**src/rtl/user_lock_pkg.sv**
```systemverilog
// Shared types and constants for the user-locked register bank (read and write sides).
package user_lock_pkg;

  localparam int         DATA_W         = 8;
  localparam logic [1:0] DEFAULT_RD_USR = 2'h2;

  typedef enum logic [1:0] {
    RESP_OK       = 2'b00,
    RESP_DENIED   = 2'b01,
    RESP_BAD_ADDR = 2'b10
  } resp_err_t;

  typedef enum logic [1:0] {
    IDLE   = 2'd0,
    RESP   = 2'd1,
    LOCKED = 2'd2
  } rd_state_t;

  typedef struct packed {
    resp_err_t         err;
    logic [DATA_W-1:0] data;
  } resp_t;

  // Identity is checked before the address, so a foreign reader cannot
  // probe which indices exist. Data is scrubbed for every non-OK result.
  function automatic resp_t classify(input logic [1:0]        usr,
                                     input logic [1:0]        rd_usr,
                                     input logic              addr_ok,
                                     input logic [DATA_W-1:0] data);
    resp_t r;
    r.err  = RESP_OK;
    r.data = '0;
    if (usr != rd_usr)  r.err = RESP_DENIED;
    else if (!addr_ok)  r.err = RESP_BAD_ADDR;
    else                r.data = data;
    return r;
  endfunction

endpackage

```
**src/rtl/user_lock_guard.sv**
```systemverilog
// Denial counter and lockout timer. The counter saturates at the threshold;
// a lockout runs for LOCK_CYCLES cycles and clears the counter when it ends.
module user_lock_guard #(
  parameter int LOCK_THRESH = 3,
  parameter int LOCK_CYCLES = 16
) (
  input  logic clk,
  input  logic rst_n,
  input  logic deny_i,     // a DENIED request was accepted
  input  logic grant_i,    // an OK request was accepted
  input  logic start_i,    // threshold response handed off: begin lockout
  output logic lock_hit_o, // counter sits at the threshold
  output logic locked_o,   // lockout in progress
  output logic expire_o    // last lockout cycle
);

  localparam int CW = $clog2(LOCK_THRESH + 1);
  localparam int TW = (LOCK_CYCLES > 1) ? $clog2(LOCK_CYCLES) : 1;
  localparam logic [CW-1:0] THRESH = CW'(LOCK_THRESH);
  localparam logic [TW-1:0] TLOAD  = TW'(LOCK_CYCLES - 1);

  logic [CW-1:0] cnt_q, cnt_d;
  logic [TW-1:0] tmr_q, tmr_d;
  logic          locked_q, locked_d;

  assign expire_o   = locked_q && (tmr_q == '0);
  assign lock_hit_o = (cnt_q == THRESH);
  assign locked_o   = locked_q;

  // Counter: cleared by a grant or by the end of a lockout, saturating on denials.
  always_comb begin
    cnt_d = cnt_q;
    if (expire_o || grant_i)          cnt_d = '0;
    else if (deny_i && !lock_hit_o)   cnt_d = cnt_q + CW'(1);
  end

  // Timer: loaded with LOCK_CYCLES-1 so locked stays high exactly LOCK_CYCLES cycles.
  always_comb begin
    tmr_d    = tmr_q;
    locked_d = locked_q;
    if (start_i) begin
      tmr_d    = TLOAD;
      locked_d = 1'b1;
    end else if (locked_q) begin
      if (tmr_q == '0) locked_d = 1'b0;
      else             tmr_d    = tmr_q - TW'(1);
    end
  end

  // Guard state registers.
  always_ff @(posedge clk or negedge rst_n) begin
    if (!rst_n) begin
      cnt_q    <= '0;
      tmr_q    <= '0;
      locked_q <= 1'b0;
    end else begin
      cnt_q    <= cnt_d;
      tmr_q    <= tmr_d;
      locked_q <= locked_d;
    end
  end

endmodule

```
**src/rtl/user_locked_read_port.sv**
```systemverilog
// Read responder for the user-locked register bank: single outstanding request,
// data returned only to RD_USR, timed lockout after repeated denials.
module user_locked_read_port
  import user_lock_pkg::*;
#(
  parameter int         NUM_REGS    = 4,
  parameter int         ADDR_W      = 2,
  parameter logic [1:0] RD_USR      = DEFAULT_RD_USR,
  parameter int         LOCK_THRESH = 3,
  parameter int         LOCK_CYCLES = 16
) (
  input  logic                     clk,
  input  logic                     rst_n,
  input  logic [8*NUM_REGS-1:0]    regs_flat,
  input  logic                     req_valid,
  output logic                     req_ready,
  input  logic [ADDR_W-1:0]        req_addr,
  input  logic [1:0]               usr_id,
  output logic                     resp_valid,
  input  logic                     resp_ready,
  output logic [7:0]               resp_data,
  output logic [1:0]               resp_err,
  output logic                     locked
);

  rd_state_t state_q, state_d;
  resp_t     resp_q, resp_d;
  resp_t     cap;
  logic [7:0] sel_data;
  logic       addr_ok;
  logic       accept, hs;
  logic       lock_hit, lock_expire, guard_locked;

  assign accept = req_valid && req_ready;
  assign hs     = resp_valid && resp_ready;

  // Register select; an index outside the bank leaves addr_ok low.
  always_comb begin
    sel_data = '0;
    addr_ok  = 1'b0;
    for (int i = 0; i < NUM_REGS; i++) begin
      if (req_addr == ADDR_W'(i)) begin
        addr_ok  = 1'b1;
        sel_data = regs_flat[8*i +: 8];
      end
    end
  end

  assign cap = classify(usr_id, RD_USR, addr_ok, sel_data);

  user_lock_guard #(
    .LOCK_THRESH (LOCK_THRESH),
    .LOCK_CYCLES (LOCK_CYCLES)
  ) u_guard (
    .clk        (clk),
    .rst_n      (rst_n),
    .deny_i     (accept && (cap.err == RESP_DENIED)),
    .grant_i    (accept && (cap.err == RESP_OK)),
    .start_i    (hs && lock_hit),
    .lock_hit_o (lock_hit),
    .locked_o   (guard_locked),
    .expire_o   (lock_expire)
  );

  // Response capture: snapshot at accept, scrub once handed off.
  always_comb begin
    resp_d = resp_q;
    if (accept)  resp_d = cap;
    else if (hs) resp_d = '0;
  end

  // FSM state and capture registers.
  always_ff @(posedge clk or negedge rst_n) begin
    if (!rst_n) begin
      state_q <= IDLE;
      resp_q  <= '0;
    end else begin
      state_q <= state_d;
      resp_q  <= resp_d;
    end
  end

  // Next-state logic.
  always_comb begin
    state_d = state_q;
    unique case (state_q)
      IDLE:    if (accept)      state_d = RESP;
      RESP:    if (hs)          state_d = lock_hit ? LOCKED : IDLE;
      LOCKED:  if (lock_expire) state_d = IDLE;
      default:                  state_d = IDLE;
    endcase
  end

  // Outputs decoded from registered state; data gated so nothing leaks
  // unless a valid OK response is being presented.
  always_comb begin
    req_ready  = rst_n && (state_q == IDLE);
    resp_valid = (state_q == RESP);
    locked     = guard_locked;
    resp_err   = resp_valid ? resp_q.err : RESP_OK;
    resp_data  = (resp_valid && (resp_q.err == RESP_OK)) ? resp_q.data : 8'h00;
  end

endmodule

```
**config.mk**
```make
export PLATFORM = sky130hd
export DESIGN_NAME = user_locked_read_port
export DESIGN_NICKNAME = d
export VERILOG_FILES = /design/src/rtl/user_lock_pkg.sv /design/src/rtl/user_lock_guard.sv /design/src/rtl/user_locked_read_port.sv
export SDC_FILE = /design/constraint.sdc
export NUM_CORES = 1
export LEC_CHECK = 0
export CAP_MARGIN = 20
export CORE_ASPECT_RATIO = 1.1
export CORE_UTILIZATION = 44
export DETAILED_ROUTE_END_ITERATION = 8
export GPL_ROUTABILITY_DRIVEN = 0
export PLACE_DENSITY = 0.85
export SKIP_CTS_REPAIR_TIMING = 1
export SYNTH_ARGS = -nofsm -noshare
export SYNTH_HDL_FRONTEND = slang
export SYNTH_SLANG_ARGS = --single-unit
export TNS_END_PERCENT = 100
```
**constraint.sdc**
```tcl
create_clock -name clk -period 2.9 [get_ports clk]
set_clock_uncertainty 0.15 [all_clocks]
set_input_delay 0.29 -clock clk [delete_from_list [all_inputs] [get_ports clk]]
set_output_delay 0.29 -clock clk [all_outputs]
set_load 0.03 [all_outputs]
```
Fig. 1: run 1, clock wiring as the flow saved it
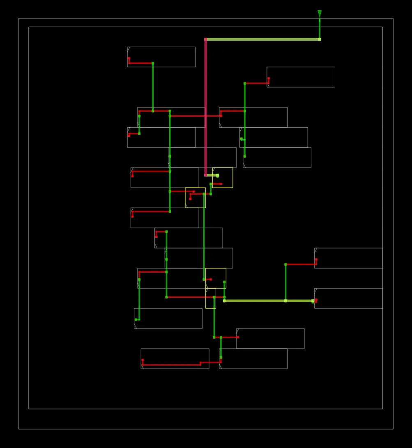
number of CTS-inserted buffers: 3
CTS sink cnt: 19

Fig. 2: run 1, metal 1
Bar = 20 um.
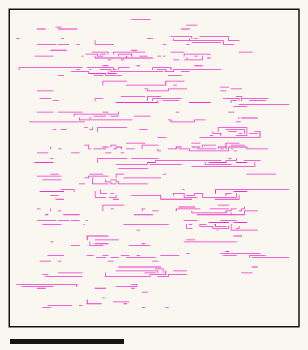
The wires run mostly horizontal. The layer holds 37% of the routed length. 169 nets have wire on it. The layer carries 857 um of wire. The longest straight run is 12.9 um.

==> run summary, run 1 <==
run results: Detailed Routing Iterations Pass 1=4, Longest Clk Path Bufs=2, peak supply drop=366 uV, Max Cap Viol=0, CORE AREA=2470 sq um, Pwr Total=934 uW, Post-Synth AOI/OAI Area=0.0808, worst setup margin=0.200 ns, yosys xor share=0.0229, final-layout non-clock buffer area share=0.306, Comb area share=0.351, Worst Setup End Kind=output port, Signal inverters=13, top cells by count=dfrtp_1, nand2_1, inv_1, routed len/inst=11.8 um, Slew Limit Fails=0, FP Core Util=0.464, DIE HEIGHT=55.5 um, CTS tree=done, Mapped Cells=111, yosys stat chip area=1150 sq um, ANT nets after route=0, Dominant combinational family=simple AND/OR/NAND/NOR gates, share of cells above drive strength 1=0.109, Combinational Area=606 sq um, outcome=finished, final reports clean, worst endpoint data arrival time=2.26 ns, Worst EP required=2.46 ns, Clock Latency Late Sink=0.28 ns, Die Size=2810 sq um, Fillers=194, Setup Crit Path Kind=register to output port, Worst Tran Pin Value=0.516 ns, initial antenna violation count=0, average vias per placed instance=5.00, highest-delay cell along the critical path=clkdlybuf4s50_1, ANT cells=0, Synth cell types=31, buffers and inverters on the worst path=1, drt initial violations=14, biggest area cells=dfrtp_1, mux4_2, nand2_1, and2_1, inv_1, ClkCell Share=0.0153, final wirelength=2320 um, number of global-route vias before repair=988, synth warn=0, Critical Path, Cell by Cell=and2b_1, nor3b_2, and2_1, clkdlybuf4s50_1, # Cells Yosys=111, Final setup violation count=0, leading area contributor after synthesis=dfrtp_1, DR DRC count=0, tapcell count=31, GRT Resource Usage Total=0.188, period utilization=0.931, Synth async-reset ratio=1.00, main flop type after synthesis=dfrtp_1, Seq/total area=0.276, mean post-synth cell area=10.3 sq um, Root Buffer=clkbuf_4, Pleak=0.000776 uW, crit-path leading delay family=simple AND/OR/NAND/NOR gates, multi-input gates=76, CP Max Fanout=8, Area leader share=0.415, Clock transition at path regs=0.10 ns, MUX share of area=0.157, register share after synthesis=0.415, post-DP HPWL=2020 um, Via Count=980, htree depth=1, Largest cell class=multi-input combinational cells, placed cell areas=1700 sq um, Port Buffers=52, CP max stage delay=0.67 ns, pin count of the biggest net entering global routing=22, Fin Setup TNS=0 ns, seq_cells=19, Yosys reg bits=19, Fin. Hold Viols=0, Pwr Density=542 nW/um^2, Synthesized Nets=154, Tmin final=2.70 ns
Fig. 3: run 1, pin placement
Bar = 20 um. Pins as bars across the die edge, other pins in grey.
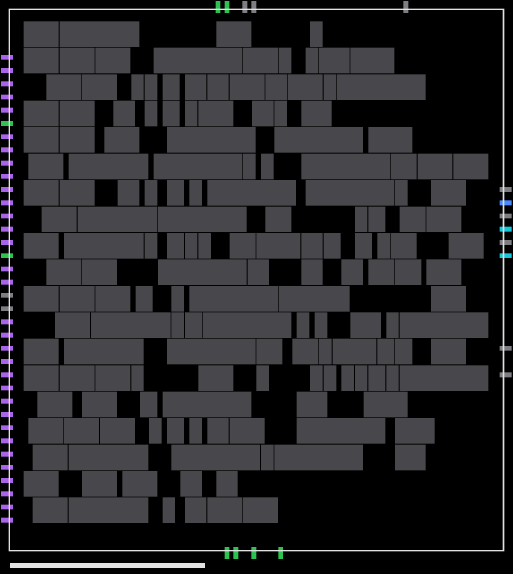
Key: cyan = resp_err [pins 2, direction output, edge right]; blue = req_valid [pins 1, direction input, edge right]; purple = regs_flat [pins 32, direction input, edge left]; green = resp_data [pins 8, direction output, edge 4 bottom, 2 left, 2 top]
All pins by edge: 36 left, 8 right, 5 top, 4 bottom.

==> run 1: sequential cells by signal, indices dropped and copies added (netlist names) <==
name and cells:
resp_q 10, u_guard.cnt_q 2, u_guard.tmr_q 4, state_q 2, u_guard.locked_o 1
==> run 1: metal layers <==
| layer | GRT usage | vias up | part of all wire |
|---|---|---|---|
| met1 | 0.200 | 443 | 0.37 |
| met5 | 0 | - | 0 |
| met4 | 0.0595 | 0 | 0.0078 |
| met3 | 0.0248 | 2 | 0.082 |
| li1 | - | 484 | - |
| met2 | 0.368 | 51 | 0.54 |
==> run 1: power by group <==
part / switching (uW) / internal (uW) / leakage (uW)
clock network: 75.5 / 53.4 / 0.0000150
registers: 58.3 / 338 / 0.000251
logic: 201 / 207 / 0.000510
total: 335 / 599 / 0.000776
==> run 1: through the flow <==
stage / utilization / instances / hold WS, ns
floorplan: - / 111 / -0.156
global placement: 0.686 / 192 / 0.311
detailed placement: 0.686 / 192 / 0.327
CTS: 0.697 / 196 / 0.224
global route: 0.697 / 196 / 0.249
finish: 0.697 / 196 / 0.211
==> run 1: final timing paths <==
check,startpoint,endpoint,slack [ns],cells past startpoint
setup / recovery,state_q[1]$_DFFE_PN0P_,resp_data[7],0.20,4
hold / removal,rst_n,u_guard.tmr_q[2]$_DFFE_PN0P_,0.21,2
setup reg to reg,u_guard.tmr_q[0]$_DFFE_PN0P_,u_guard.cnt_q[1]$_DFFE_PN0P_,1.17,6
hold reg to reg,resp_q[6]$_DFFE_PN0P_,resp_q[6]$_DFFE_PN0P_,0.35,2
max in group asynchronous,rst_n,resp_q[4]$_DFFE_PN0P_,2.18,2
min in group clk,resp_q[6]$_DFFE_PN0P_,resp_q[6]$_DFFE_PN0P_,0.35,2
==> run 1 -> run 2 <==
--- a/config.mk
+++ b/config.mk
@@ -12,6 +12,7 @@
 export GPL_ROUTABILITY_DRIVEN = 0
 export PLACE_DENSITY = 0.85
 export SKIP_CTS_REPAIR_TIMING = 1
+export SKIP_LAST_GASP = 1
 export SYNTH_ARGS = -nofsm -noshare
 export SYNTH_HDL_FRONTEND = slang
 export SYNTH_SLANG_ARGS = --single-unit
Fig. 4: run 2, sequential cells coloured by netlist name
Bar = 20 um.
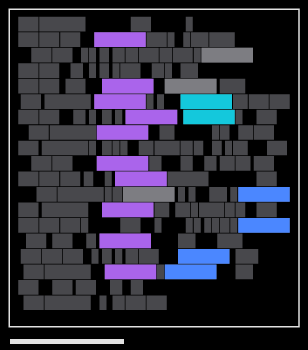
Key: blue = u_guard.tmr_q [sequential cells 4, where lower right]; purple = resp_q [sequential cells 10]; cyan = state_q [sequential cells 2]

==> run 2 against run 1 <==
- clock-buffer cell count is the same
- sequential cell count is the same
- critical path depth stayed put
- clock power barely moved
- non-clock buffer count unchanged
- synthesized cell count is the same
- via count stayed put
- first-iteration DRC count stayed put
- wire length did not move
- sequential share of layout area did not move
- setup slack did not move
- highest routed layer unchanged
==> run summary, run 2 <==
run results: Worst EP required=2.46 ns (about the same), ANT nets after route=0 (unchanged), Psw=335 uW (unchanged), Comb pwr share=0.437 (about the same), Detailed Routing Iterations Pass 1=4 (unchanged), Critical Path, Cell by Cell=and2b_1, nor3b_2, and2_1, clkdlybuf4s50_1, Mapped Cells=111 (unchanged), main flop type after synthesis=dfrtp_1, met3 WL post-DR=191 um (unchanged), max reg flops=10 (unchanged), GRT Resource Usage Total=0.188 (unchanged), average vias per placed instance=5.00 (unchanged), largest registers=resp_q: 10 flops, u_guard.tmr_q: 4 flops, M3 GR Usage=0.0248 (unchanged), outcome=finished, final reports clean, met2 Usage GRT=0.368 (unchanged), dpl cells=192 (unchanged), CP max stage delay=0.67 ns (about the same), Pleak=0.000776 uW (unchanged), Seq pwr share=0.425 (about the same), CTS sink cnt=19 (unchanged), Clock transition at path regs=0.10 ns (about the same), Via Count=980 (unchanged), Final setup violation count=0 (unchanged), Clock Latency Late Sink=0.28 ns (about the same), DIE HEIGHT=55.5 um (unchanged), switching share of power=0.359 (unchanged), number of global-route vias before repair=988 (unchanged), worst setup margin=0.200 ns (unchanged), DR DRC count=0 (unchanged), Internal=599 uW (unchanged), Tmin final=2.70 ns (unchanged), Fillers=194 (unchanged), Worst Tran Pin Value=0.516 ns (unchanged), DR WL met2=1250 um (unchanged), crit-path leading delay family=simple AND/OR/NAND/NOR gates, Port Buffers=52 (unchanged), CTS tree=done, peak supply drop=366 uV (unchanged), Root Buffer=clkbuf_4, htree depth=1 (unchanged), Longest Clk Path Bufs=2 (unchanged), Core Util, Final=0.697 (unchanged), non-filler cells, final=196 (unchanged), synth warn=0 (unchanged), register bank with the most flops=resp_q, Yosys reg bits=19 (unchanged), Pwr Density=542 nW/um^2 (unchanged), final wirelength=2320 um (unchanged), share of cells above drive strength 1=0.109 (unchanged), Max Used Layer=met4, Fin Setup TNS=0 ns (unchanged), Combinational Area=606 sq um (unchanged), pin count of the biggest net entering global routing=22 (unchanged), CORE AREA=2470 sq um (unchanged), relative slew slack=0.655, M1 GR Usage=0.200 (unchanged), Die Size=2810 sq um (unchanged), placed cell areas=1700 sq um (unchanged), drt initial violations=14 (unchanged), met1 WL=857 um (unchanged), initial antenna violation count=0 (unchanged), Synthesized Nets=154 (unchanged), Clock power frac=0.138 (about the same), CP Max Fanout=8 (unchanged), top cells by count=dfrtp_1, nand2_1, inv_1, highest-delay cell along the critical path=clkdlybuf4s50_1, buffers and inverters on the worst path=1 (unchanged), number of CTS-inserted buffers=3 (unchanged), # Cells Yosys=111 (unchanged), yosys stat chip area=1150 sq um (unchanged), biggest area cells=dfrtp_1, mux4_2, nand2_1, and2_1, inv_1
Fig. 5: run 2, metal 1
Bar = 20 um.
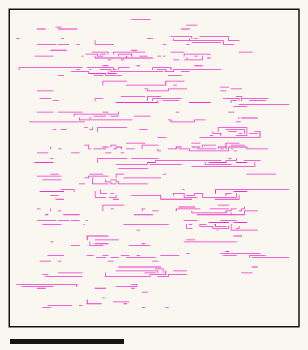
The layer carries 857 um of wire. The longest straight run is 12.9 um.

-- run 2: cell counts after synthesis --
Identical to the previous run, type by type.
-- run 2: kinds of logic after synthesis --
family	count (synthesis)	share of synthesized area
and+or+nand+nor	47	0.235
DFF	19	0.415
buffers and inverters	16	0.0568
AOI/OAI and AO/OA	15	0.0808
muxes	8	0.157
xor gates and xnor gates	3	0.0229
adders and majority gates	3	0.0328
-- run 2: path summary, 6_finish.rpt --
kind,from,end,slack (ns),cells past startpoint
setup / recovery,state_q[1]$_DFFE_PN0P_,resp_data[7],0.20,4
hold / removal,rst_n,u_guard.tmr_q[2]$_DFFE_PN0P_,0.21,2
setup reg to reg,u_guard.tmr_q[0]$_DFFE_PN0P_,u_guard.cnt_q[1]$_DFFE_PN0P_,1.17,6
hold reg to reg,resp_q[6]$_DFFE_PN0P_,resp_q[6]$_DFFE_PN0P_,0.35,2
max in group asynchronous,rst_n,resp_q[4]$_DFFE_PN0P_,2.18,2
min in group clk,resp_q[6]$_DFFE_PN0P_,resp_q[6]$_DFFE_PN0P_,0.35,2
-- run 2: final cells by class --
class / count / share of cell area
Clock buffer: 4 / 0.0153
Inverter: 13 / 0.0283
Multi-Input combinational cell: 76 / 0.351
Sequential cell: 19 / 0.276
Tap cell: 31 / 0.0225
Timing Repair Buffer: 53 / 0.306
-- run 2: power groups by stage --
stage / sequential, uW / combinational (uW) / clock, uW
CTS: 397 / 415 / 129
floorplan: 395 / 268 / 0
detailed placement: 403 / 413 / 0
global placement: 396 / 397 / 0
finish: 397 / 409 / 129
global route: 410 / 448 / 139
-- run 2: worst register-to-register path: stages, from the launching register on --
cell     delay, ns
dfrtp_1       0.39
inv_1         0.11
ha_1          0.16
or3b_4        0.42
nor2_8        0.12
inv_2         0.04
a32o_1        0.23
Fig. 6: run 2, clock wiring as the flow saved it
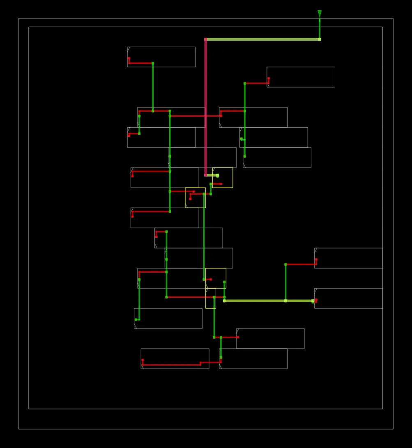

==> run 2 -> run 3 <==
--- a/config.mk
+++ b/config.mk
@@ -7,9 +7,9 @@
 export LEC_CHECK = 0
 export CAP_MARGIN = 20
 export CORE_ASPECT_RATIO = 1.1
+export CORE_MARGIN = 2
 export CORE_UTILIZATION = 44
 export DETAILED_ROUTE_END_ITERATION = 8
-export GPL_ROUTABILITY_DRIVEN = 0
 export PLACE_DENSITY = 0.85
 export SKIP_CTS_REPAIR_TIMING = 1
 export SKIP_LAST_GASP = 1
Fig. 7: run 3, clock wiring as the flow saved it
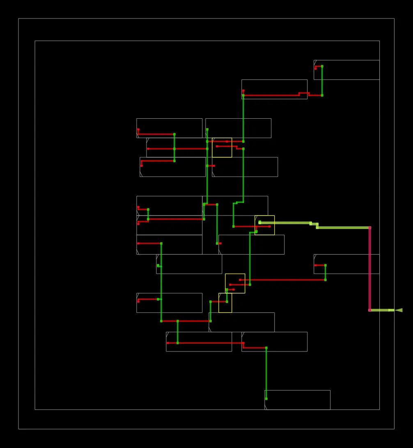
Clock Latency Late Sink: 0.30 ns
# clk buffers: 3
seq_cells: 19
P_clk: 133 uW

Fig. 8: run 3, wiring heat map
Bar = 20 um. The die is cut into 11 by 12 equal tiles; dark blue is low, red is high, scaled to the fullest tile. Values are wire area over tile area, all layers added.
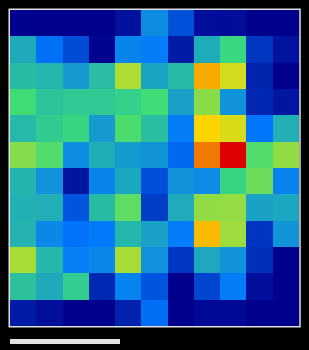
The fullest tile reaches 0.41. 17% of the tiles are over half the peak. The densest ninth of the die: middle right.

==> run 3 against run 2 <==
- synthesized cell count stayed put
- wire length grew 1.2%
- via count is 1.2% higher
- non-clock buffer count unchanged
==> run summary, run 3 <==
run results: Die Size=3030 sq um (+7.7%), DR WL met2=1300 um (+4.1%), # Cells Yosys=111 (unchanged), synth warn=0 (unchanged), yosys stat chip area=1150 sq um (unchanged), ANT nets after route=0 (unchanged), highest-delay cell along the critical path=clkdlybuf4s50_1, main flop type after synthesis=dfrtp_1, routability cong.=0.716, Worst EP required=2.46 ns (about the same), Worst Tran Pin Value=0.505 ns (-0.0106 ns), crit-path leading delay family=simple AND/OR/NAND/NOR gates, Max Used Layer=met4, Combinational Area=606 sq um (unchanged), pin count of the biggest net entering global routing=22 (unchanged), htree depth=1 (unchanged), Fillers=184 (-5.2%), Port Buffers=52 (unchanged), CP max stage delay=0.66 ns (about the same), non-filler cells, final=196 (unchanged), worst setup margin=0.215 ns (+0.0153 ns), Via Count=992 (+1.2%), peak supply drop=363 uV (-0.68%), average vias per placed instance=5.06 (+1.2%), met2 Usage GRT=0.355 (-0.0123), met1 WL=872 um (+1.8%), CTS tree=done, Final setup violation count=0 (unchanged), dpl cells=192 (unchanged), Synthesized Nets=154 (unchanged), DR DRC count=0 (unchanged), number of CTS-inserted buffers=3 (unchanged), CTS sink cnt=19 (unchanged), register bank with the most flops=resp_q, top cells by count=dfrtp_1, nand2_1, inv_1, Root Buffer=clkbuf_4, Mapped Cells=111 (unchanged), biggest area cells=dfrtp_1, mux4_2, nand2_1, and2_1, inv_1, largest registers=resp_q: 10 flops, u_guard.tmr_q: 4 flops, Clock transition at path regs=0.11 ns (about the same), Detailed Routing Iterations Pass 1=4 (unchanged), Yosys reg bits=19 (unchanged), CORE AREA=2500 sq um (+0.96%), Critical Path, Cell by Cell=and2b_1, nor3b_2, and2_1, clkdlybuf4s50_1, relative slew slack=0.662 (+0.00707), number of global-route vias before repair=1,058 (+7.1%), M1 GR Usage=0.192 (-0.00786), outcome=finished, final reports clean, Pwr Density=546 nW/um^2 (+0.59%), max reg flops=10 (unchanged), placed cell areas=1700 sq um (unchanged), Pleak=0.000779 uW (+0.35%), crit path from=state_q[1]$_DFFE_PN0P_, share of cells above drive strength 1=0.115 (+0.00606), DIE HEIGHT=57.5 um (+3.6%), drt initial violations=10 (-4), Core Util, Final=0.691 (-0.00614), Fin Setup TNS=0 ns (unchanged), worst reg2reg path startpoint=u_guard.tmr_q[0]$_DFFE_PN0P_
## run 3: netlist changes by cell type in the layout (fill, tap and decap cells not counted)
cell	change
clkbuf_1	-1
clkinv_2	+1
## run 3: final timing paths
| path | endpoint | cells past startpoint | slack (ns) |
|---|---|---|---|
| max | resp_data[7] | 4 | 0.22 |
| min | state_q[1]$_DFFE_PN0P_ | 2 | 0.21 |
| max reg2reg | u_guard.tmr_q[0]$_DFFE_PN0P_ | 6 | 1.17 |
| min reg2reg | resp_q[7]$_DFFE_PN0P_ | 2 | 0.34 |
| max in group asynchronous | u_guard.tmr_q[1]$_DFFE_PN0P_ | 2 | 2.19 |
| min in group clk | resp_q[7]$_DFFE_PN0P_ | 2 | 0.34 |
## run 3: cells by family after synthesis
kind of cell               Yosys count  share of synthesized area
and+or+nand+nor                     47                      0.235
DFF                                 19                      0.415
buffers and inverters               16                     0.0568
AOI/OAI and AO/OA                   15                     0.0808
muxes                                8                      0.157
xor gates and xnor gates             3                     0.0229
adders and majority gates            3                     0.0328
## run 3: per-stage QoR
| stage | hold WS, ns | power, uW |
|---|---|---|
| after floorplan | -0.156 | 663 |
| after detailed placement | 0.321 | 818 |
| final | 0.205 | 941 |
| after CTS | 0.213 | 950 |
| after global routing | 0.225 | 1010 |
| after global placement | 0.310 | 793 |
## run 3: report_power, final
part	internal, uW	total (uW)	switching, uW
combinational	207	412	205
sequential	338	395	57.1
clock	51.3	133	81.8
total	597	941	344
## run 3: cell type report
cell class	count	area share
clock inverters	1	0.00290
well taps	31	0.0225
flip-flops and latches	19	0.276
clock buffers	3	0.0131
inverters	13	0.0283
repair buffers	53	0.306
multi-input cells	76	0.351
Power is estimated from default activity; no workload was simulated.
